==> config.mk <==
export PLATFORM = sky130hd
export DESIGN_NAME = fully_connected_flat
export DESIGN_NICKNAME = d
export VERILOG_FILES = /design/src/rtl/fully_connected_if.sv /design/src/rtl/fully_connected.sv /design/src/flat_wrapper.sv
export SDC_FILE = /design/constraint.sdc
export NUM_CORES = 1
export LEC_CHECK = 0
export CAP_MARGIN = 5
export CORE_MARGIN = 5
export CORE_UTILIZATION = 50
export CTS_CLUSTER_SIZE = 14
export DETAILED_ROUTE_END_ITERATION = 10
export GPL_TIMING_DRIVEN = 0
export PLACE_DENSITY = 0.7
export SYNTH_ARGS = -nofsm -noshare
export SYNTH_HDL_FRONTEND = slang
export SYNTH_SLANG_ARGS = --single-unit
==> constraint.sdc <==
create_clock -name clk -period 10 [get_ports clk]
set_input_delay 2 -clock clk [delete_from_list [all_inputs] [get_ports clk]]
set_output_delay 2 -clock clk [all_outputs]
set_load 0.005 [all_outputs]
Figure 1. Routing congestion (run 1).
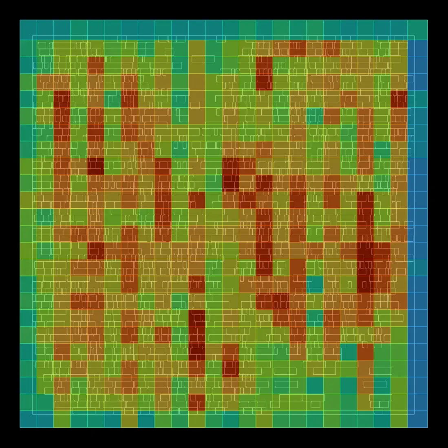
global router's overall resource usage: 24.2%
fraction of met1 tracks used by global routing: 33.4%
routing usage on met3: 3.48%

Figure 2. Port wiring (run 1).
(2 px per um)
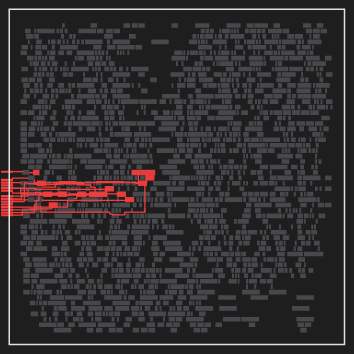
red -> inaddr  # bits 14, direction input, end cells 15, buffers 14, wire 642 um
quantity of I/O buffers inserted on ports: 131
I/O pins: 134

Figure 3. Sequential cells colored by netlist name (run 1).
(1.5 px per um) Other sequential cells in the stronger gray, the rest of the logic in the fainter gray.
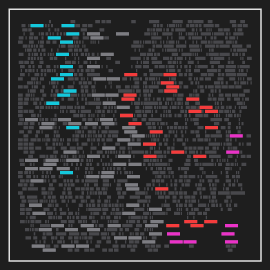
magenta -> u_core.mem.fc_out  # placed flops 8
red -> u_core.acc  # placed flops 24
cyan -> u_core.o  # placed flops 14
not colored = 66
sequential share of cell area: 19.4%
Sequential Power: 780 uW
final standard cell utilization of the core: 59.5%
area taken by flip-flops and latches: 0.00280 mm^2

Figure 4. Pin placement (run 1).
(1.5 px per um) Pins as bars across the die edge, other pins in gray.
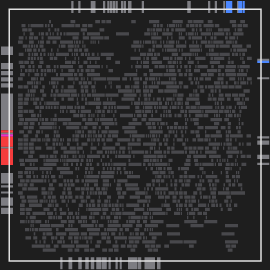
magenta -> layer_finish  # pins 1, direction output, edge left
blue -> mem_data_in  # pins 8, direction input, edge 7 top, 1 right
red -> inaddr  # pins 14, direction input, edge left
all pins by edge = 62 left, 35 bottom, 28 top, 9 right
vertical die dimension: 167 um
horizontal extent of the die: 167 um

==> run summary, run 1 <==
Status of the implementation.

- Measured on the final layout, the clock distribution area share stands at 1.94%.
- The flow ran to the end, and the final reports show no timing, DRC or antenna violations.
- The count of placed standard cells including taps is 1902, for reference.
- The total core area is 0.0242 mm^2, for reference.
- The number of warning messages in the logs is 31, for reference.
- After detailed routing, the total wire length is 34.0 mm.
- The number of clock buffers added by TritonCTS is 9.
- The critical path in this run is classified as in2reg.
- The synthesis warning total is 0, for reference.
- The largest incremental delay on the critical path is 0.58 ns, for reference.
- In the per-layer breakdown of the detailed-route log, met1 shows 15.5 mm.
- Summed over all layers, the global routing overflow is 0.
- In the final layout, the multi-input gates occupy 0.00898 mm^2.
- The largest power group is combinational logic, for reference.
- The CTS clock-pin slew for the worst setup and hold paths is 0.08 ns, for reference.
- In this run, the number of DRC markers left after iteration 0 of detailed routing was 772.
- The number of buffers and inverters on the critical path is 4.
- In this run the worst hold path is classified as reg2reg.
- The total cell area reported by yosys after synthesis is 0.0123 mm^2, for reference.
- The commonest cells after synthesis are 132 x sky130_fd_sc_hd__nand2_1, 131 x sky130_fd_sc_hd__nor2_1, 126 x sky130_fd_sc_hd__ha_1.
- Combinational logic is responsible for 77.7% of the overall power.
- Among all flip-flop cells after synthesis, the most frequent one is sky130_fd_sc_hd__dfrtp_1.
- The power per cell area is 355 mW/mm^2, for reference.
- The number of antenna violations at the first check in global routing is 0.
- The number of global-route vias before repair came to 10900.
- The cell-mix breakdown from Yosys lists the adder-cell area share as 21.8%.
- Per the detail_route log, met3 wirelength is 1.69 mm.
- The count of instantiated cells in the yosys netlist is 1445, for reference.
- In this run the layout overhead on the synthesized area is reported as 17.2%.
- The layer flagged by global routing as most heavily used is met2.
- Per the post-place timing report, worst setup slack is -0.391 ns.
- For the worst setup path, the data arrival time is 9.84 ns.
- Non-clock buffering takes up 10.8% of total cell area after layout.
- The non-clock buffer total of the final layout is 183, for reference.
- TritonCTS built the clock tree.
- The number of max-slew violations in the final report is 0, for reference.
- The worst slew margin relative to its limit is 30.4%, for reference.
- The register with the most flip-flops in the layout has 24 of them.
- Per the detail_route report, the via count comes to 11000.
- Between clock sinks in the finished design, the worst skew comes to 0.0108 ns.
- Summing every instance area after synthesis gives 0.0123 mm^2.
- For reference, the placement row count at floorplan is 57.
- The power drawn by the combinational cells is 3.97 mW, for reference.
- The layout has 10 clock buffers.
- The chip footprint is 0.0279 mm^2, for reference.
- Of all flip-flops after synthesis, the portion carrying an async set or reset was 100%.
- The H-tree was split into 3 levels.
- The number of standard cells in the layout, taps in and fillers out is 1919, for reference.
- The setup check on the worst reg-to-reg path leaves a slack of 5.71 ns.
- After clock tree synthesis, the setup repair step added 0 buffers.
- In this run the deepest clock path goes through 2 buffers.
- The final standard cell area without fillers is 0.0144 mm^2, for reference.
- The share of synthesized area in the top cell type comes to 22.8%.
- The starting density of the core is 50.8%, for reference.
- The cell area after placement is 0.0141 mm^2, for reference.
- Walking the critical path from launch to capture passes 28 cell instances.
- The power dissipated in the clock network is 363 uW, for reference.
- The synthesis stat section lists a flop and latch total of 112.
- The number of nets in the synthesized netlist is 1719, for reference.
- The final cycle utilization of the critical path is 95.8%, for reference.
- The worst setup margin is 0.417 ns, for reference.
- Routability-driven placement finished with a final weighted congestion of 0.908.
- The worst setup path is launched from an input port.
- Summing all multiplexer cells gives an area fraction of 4.84%.
- In the placement report, post-DP HPWL is listed as 27.5 mm.
Figure 5. Metal layers overlaid (run 1).
(2 px per um)
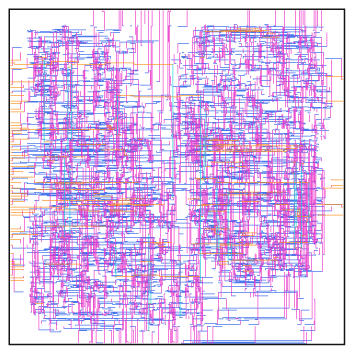

==> run 2: changes to the inputs <==
- CORE_UTILIZATION: 50 -> 40
- PLACE_DENSITY: 0.7 -> 0.58
- clock period: 10 -> 10.94 ns (I/O delays scaled with it)
Figure 6. Metal layers overlaid (run 2).
(2 px per um)
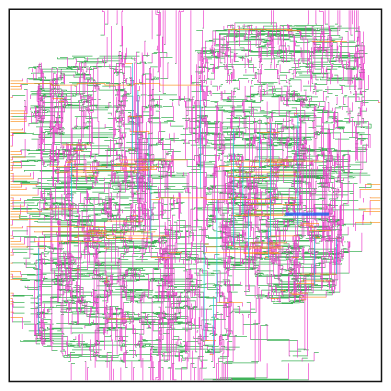
orange -> met3  # wire length 1620 um
blue -> met5  # wire length 20.2 um
magenta -> met2  # wire length 16400 um
green -> met1  # wire length 16400 um
cyan -> met4  # wire length 684 um
average detailed-routed wire length per instance: 17.6 um
routed wire length: 35.1 mm
routed vias: 11000
global router's overall resource usage: 20.5%

==> run 2 against run 1 <==
  * First-iteration DRC count is 19% lower
  * Final cell count increased by 3.8%
  * Critical path depth did not move
  * Worst hold slack gained 0.0019 ns
  * Synthesized area is the same
  * Critical endpoint is now u_core.mem.fc_out[1]
  * Sequential share of layout area decreased by 0.094 points
==> run summary, run 2 <==
Status of the implementation.

- Run status: finished clean (unchanged).
- The x dimension of the die is 185 um (was 167 um), for reference.
- The number of antenna violations at the first check in global routing is 1 (was 0), for reference.
- The proportion of netlist area held by the largest area contributor is 22.8% (unchanged), for reference.
- The number of clock buffer instances in the layout is 9 (was 10).
- The count of instantiated cells in the yosys netlist is 1445 (unchanged), for reference.
- The hold violation total from the final report came to 0 (unchanged).
- The routed length on met2 was 16.4 mm (was 16.1 mm).
- The number of placement rows is 64 (was 57), for reference.
- The fraction of layout instances using a drive strength above 1 came to 3.07% (was 3.76%).
- The largest power group was combinational logic (unchanged).
- The sequential element share of the synthesized area is 22.8% (unchanged), for reference.
- The number of buffers created by CTS is 9 (unchanged), for reference.
- The HPWL reported at the end of detailed placement is 28.8 mm (was 27.5 mm).
- The number of failing setup endpoints in the final timing report was 0 (unchanged).
- The post-synthesis area per instance is 8.52 um^2 (unchanged), for reference.
- The share of the synthesized netlist area taken by xor and xnor gates is 8.82% (unchanged), for reference.
- The clock insertion delay at the later pin of the skew report is 0.38 ns (was 0.36 ns), for reference.
- The area fraction in mux cells is 4.84% (unchanged).
- The critical-path maximum fanout is 8 (was 10), for reference.
- The buffering overhead is 10.6% (was 10.8%), for reference.
- The met1 wire length is 16.4 mm (was 15.5 mm), for reference.
- The number of tap cells added at floorplan was 396 (was 324).
- The non-clock buffer total of the final layout was 183 (unchanged).
- The mapped cell area is 0.0123 mm^2 (unchanged).
- The TritonCTS clock tree is yes (unchanged), for reference.
- The total core area is 0.0305 mm^2 (was 0.0242 mm^2), for reference.
- Post-route period utilization is reported as 94.6%.
- The cell class with the largest area share is combinational gates (unchanged).
- The power drawn by the combinational cells is 3.60 mW (was 3.97 mW), for reference.
- The transition time at the pin with the least slew margin came to 1.10 ns (was 1.02 ns).
- The chip footprint was 0.0344 mm^2 (was 0.0279 mm^2).
- The met1 usage is 29.1% (was 33.4%), for reference.
- The critical path class was in2reg (unchanged).
- The total cell area reported by yosys after synthesis came to 0.0123 mm^2 (unchanged).
- The part of the power in combinational logic came to 77.2% (was 77.7%).
- The most repeated cell in the gate-level netlist after synthesis is sky130_fd_sc_hd__nand2_1 (unchanged).
- The post-synthesis to final-layout area growth came to 17.7% (was 17.2%).
- The setup slack of the most critical reg-to-reg path is 6.62 ns (was 5.71 ns), for reference.
- The power per cell area was 322 mW/mm^2 (was 355 mW/mm^2).
- The number of placed I/O pins is 134 (unchanged).
- The simple logic cell fraction of the synthesized area was 17.9% (unchanged).
- The last weighted congestion value of the routability-driven placer is 0.883 (was 0.908), for reference.
- The number of I/O port buffers is 131 (unchanged).
- The number of inserted diodes is 0 (unchanged).
- The worst slew margin relative to its limit is 24.7% (was 30.4%), for reference.
- The cell type with the highest aggregate area in the netlist is sky130_fd_sc_hd__dfrtp_1 (unchanged), for reference.
- The largest voltage drop on the vdd net came to 0.000197 V (was 0.000270 V).
- The worst min-delay path category was reg2reg (unchanged).
- Post-synth top cells: 132 x sky130_fd_sc_hd__nand2_1, 131 x sky130_fd_sc_hd__nor2_1, 126 x sky130_fd_sc_hd__ha_1 (unchanged).
- The number of DRC violations after detailed routing is 0 (unchanged), for reference.
- The largest buffer count on any clock path is 2 (unchanged), for reference.
- The required time of the critical path is 11.17 ns (was 10.25 ns), for reference.
- The share of the core filled with cells came to 47.5% (was 59.5%).
- The cell leakage power was 6.44 nW (was 6.46 nW).
- The layer carrying the most global-route usage is met2 (unchanged), for reference.
- The register bit total from synthesis is 112 (unchanged), for reference.
- The routed wire length on met3 came to 1.62 mm (was 1.69 mm).
- The predominant post-synthesis flop cell was sky130_fd_sc_hd__dfrtp_1 (unchanged).
- The number of flip-flops in the largest register came to 24 (unchanged).
- The register cell area after layout is 0.00280 mm^2 (unchanged).
- The proportion of power drawn by flip-flops and latches is 15.2% (about the same).
- The sequential share of cell area came to 19.3% (was 19.4%).
- The number of max-cap violations is 0 (unchanged), for reference.
- The adder-cell share of the synthesized area is 21.8% (unchanged), for reference.
- Top post-synthesis cells by area: sky130_fd_sc_hd__dfrtp_1 23%, sky130_fd_sc_hd__ha_1 13%, sky130_fd_sc_hd__fa_1 8.9% (unchanged).
- The net switching power figure was 2.42 mW (was 2.63 mW).
- The largest incremental delay on the critical path is 0.57 ns (was 0.58 ns), for reference.
- The TritonCTS sink count is 112 (unchanged), for reference.
- The worst slack after detailed placement is -0.255 ns (was -0.391 ns).
- The most instantiated logic cell after routing is sky130_fd_sc_hd__nand2_1 (unchanged), for reference.
- The post-CTS resize count came to 0 (was 1).
- The CTS clock-pin slew for the worst setup and hold paths came to 0.09 ns (was 0.08 ns).
- The arrival time reported for the critical path endpoint is 10.58 ns (was 9.84 ns).
- The starting density of the core came to 40.3% (was 50.8%).
- The count of routing violations after the opening detailed-route iteration was 626 (was 772).
- The post-CTS setup repair buffer count is 0 (unchanged), for reference.
- Static timing analysis puts the maximum clock frequency at 96.6 MHz.
- The cell family with the largest share of critical-path delay is adder cells (unchanged), for reference.
- The number of cells on the worst hold path is 0 (unchanged), for reference.
- The number of buffer and inverter instances along the worst setup path is 5 (was 4), for reference.
- The cell area after placement is 0.0142 mm^2 (was 0.0141 mm^2), for reference.
- The power dissipated in sequential cells is 708 uW (was 780 uW), for reference.
- The area taken by multi-input logic gates was 0.00893 mm^2 (was 0.00898 mm^2).
- The post-synthesis cell count is 1445 (unchanged), for reference.
- The cell seen most often among critical-path stages was sky130_fd_sc_hd__fa_1 (unchanged).
- The count of placed standard cells including taps is 1973 (was 1902).
- The number of inverters outside the clock class in the layout is 105 (unchanged), for reference.
- The number of standard cells in the layout, taps in and fillers out is 1991 (was 1919).
- The net switching share of the total power is 51.9% (was 51.4%).
- The count of nets after finishing came to 1864 (unchanged).
- The combinational share of cell area is 61.7% (was 62.3%).
- The final setup skew was 0.0153 ns (was 0.0108 ns).
- The synthesis warning total is 0 (unchanged), for reference.
- Setup repair after global routing missed its margin: false (unchanged).
- The number of global-route vias before repair is 10600 (was 10900), for reference.
- The height of the die came to 185 um (was 167 um).
- The aggregate global routing overflow is 0 (unchanged).
- The cell count of the worst reg-to-reg path is 14 (was 11), for reference.
- The async set or reset register ratio after synthesis was 100% (unchanged).
- The startpoint type of the worst setup path is an input port (unchanged), for reference.
- The pin count of the biggest net entering global routing is 77 (was 64), for reference.
- The final setup TNS is 0 ns (unchanged), for reference.
- The number of nets in the synthesized netlist was 1719 (unchanged).
- The number of max-slew violations in the final report is 0 (unchanged), for reference.
- The number of warning messages in the logs is 31 (unchanged), for reference.
- The nature of the critical path endpoint is a register (unchanged).
- The power dissipated in the clock network is 356 uW (was 363 uW), for reference.
- The worst setup margin is 0.591 ns (was 0.417 ns), for reference.
- The portion of the layout cell area used by clock cells is 2.18% (was 1.94%).
- The final standard cell area without fillers is 0.0145 mm^2 (was 0.0144 mm^2).
- The met3 track demand over resource is 3.00% (was 3.48%).
- The number of levels in the clock H-tree is 3 (unchanged), for reference.
- The layout sequential cell count is 112 (unchanged), for reference.
- The total number of cells along the worst setup path came to 28 (unchanged).
Power figures rest on the tool's default switching activity, not on a simulated workload.
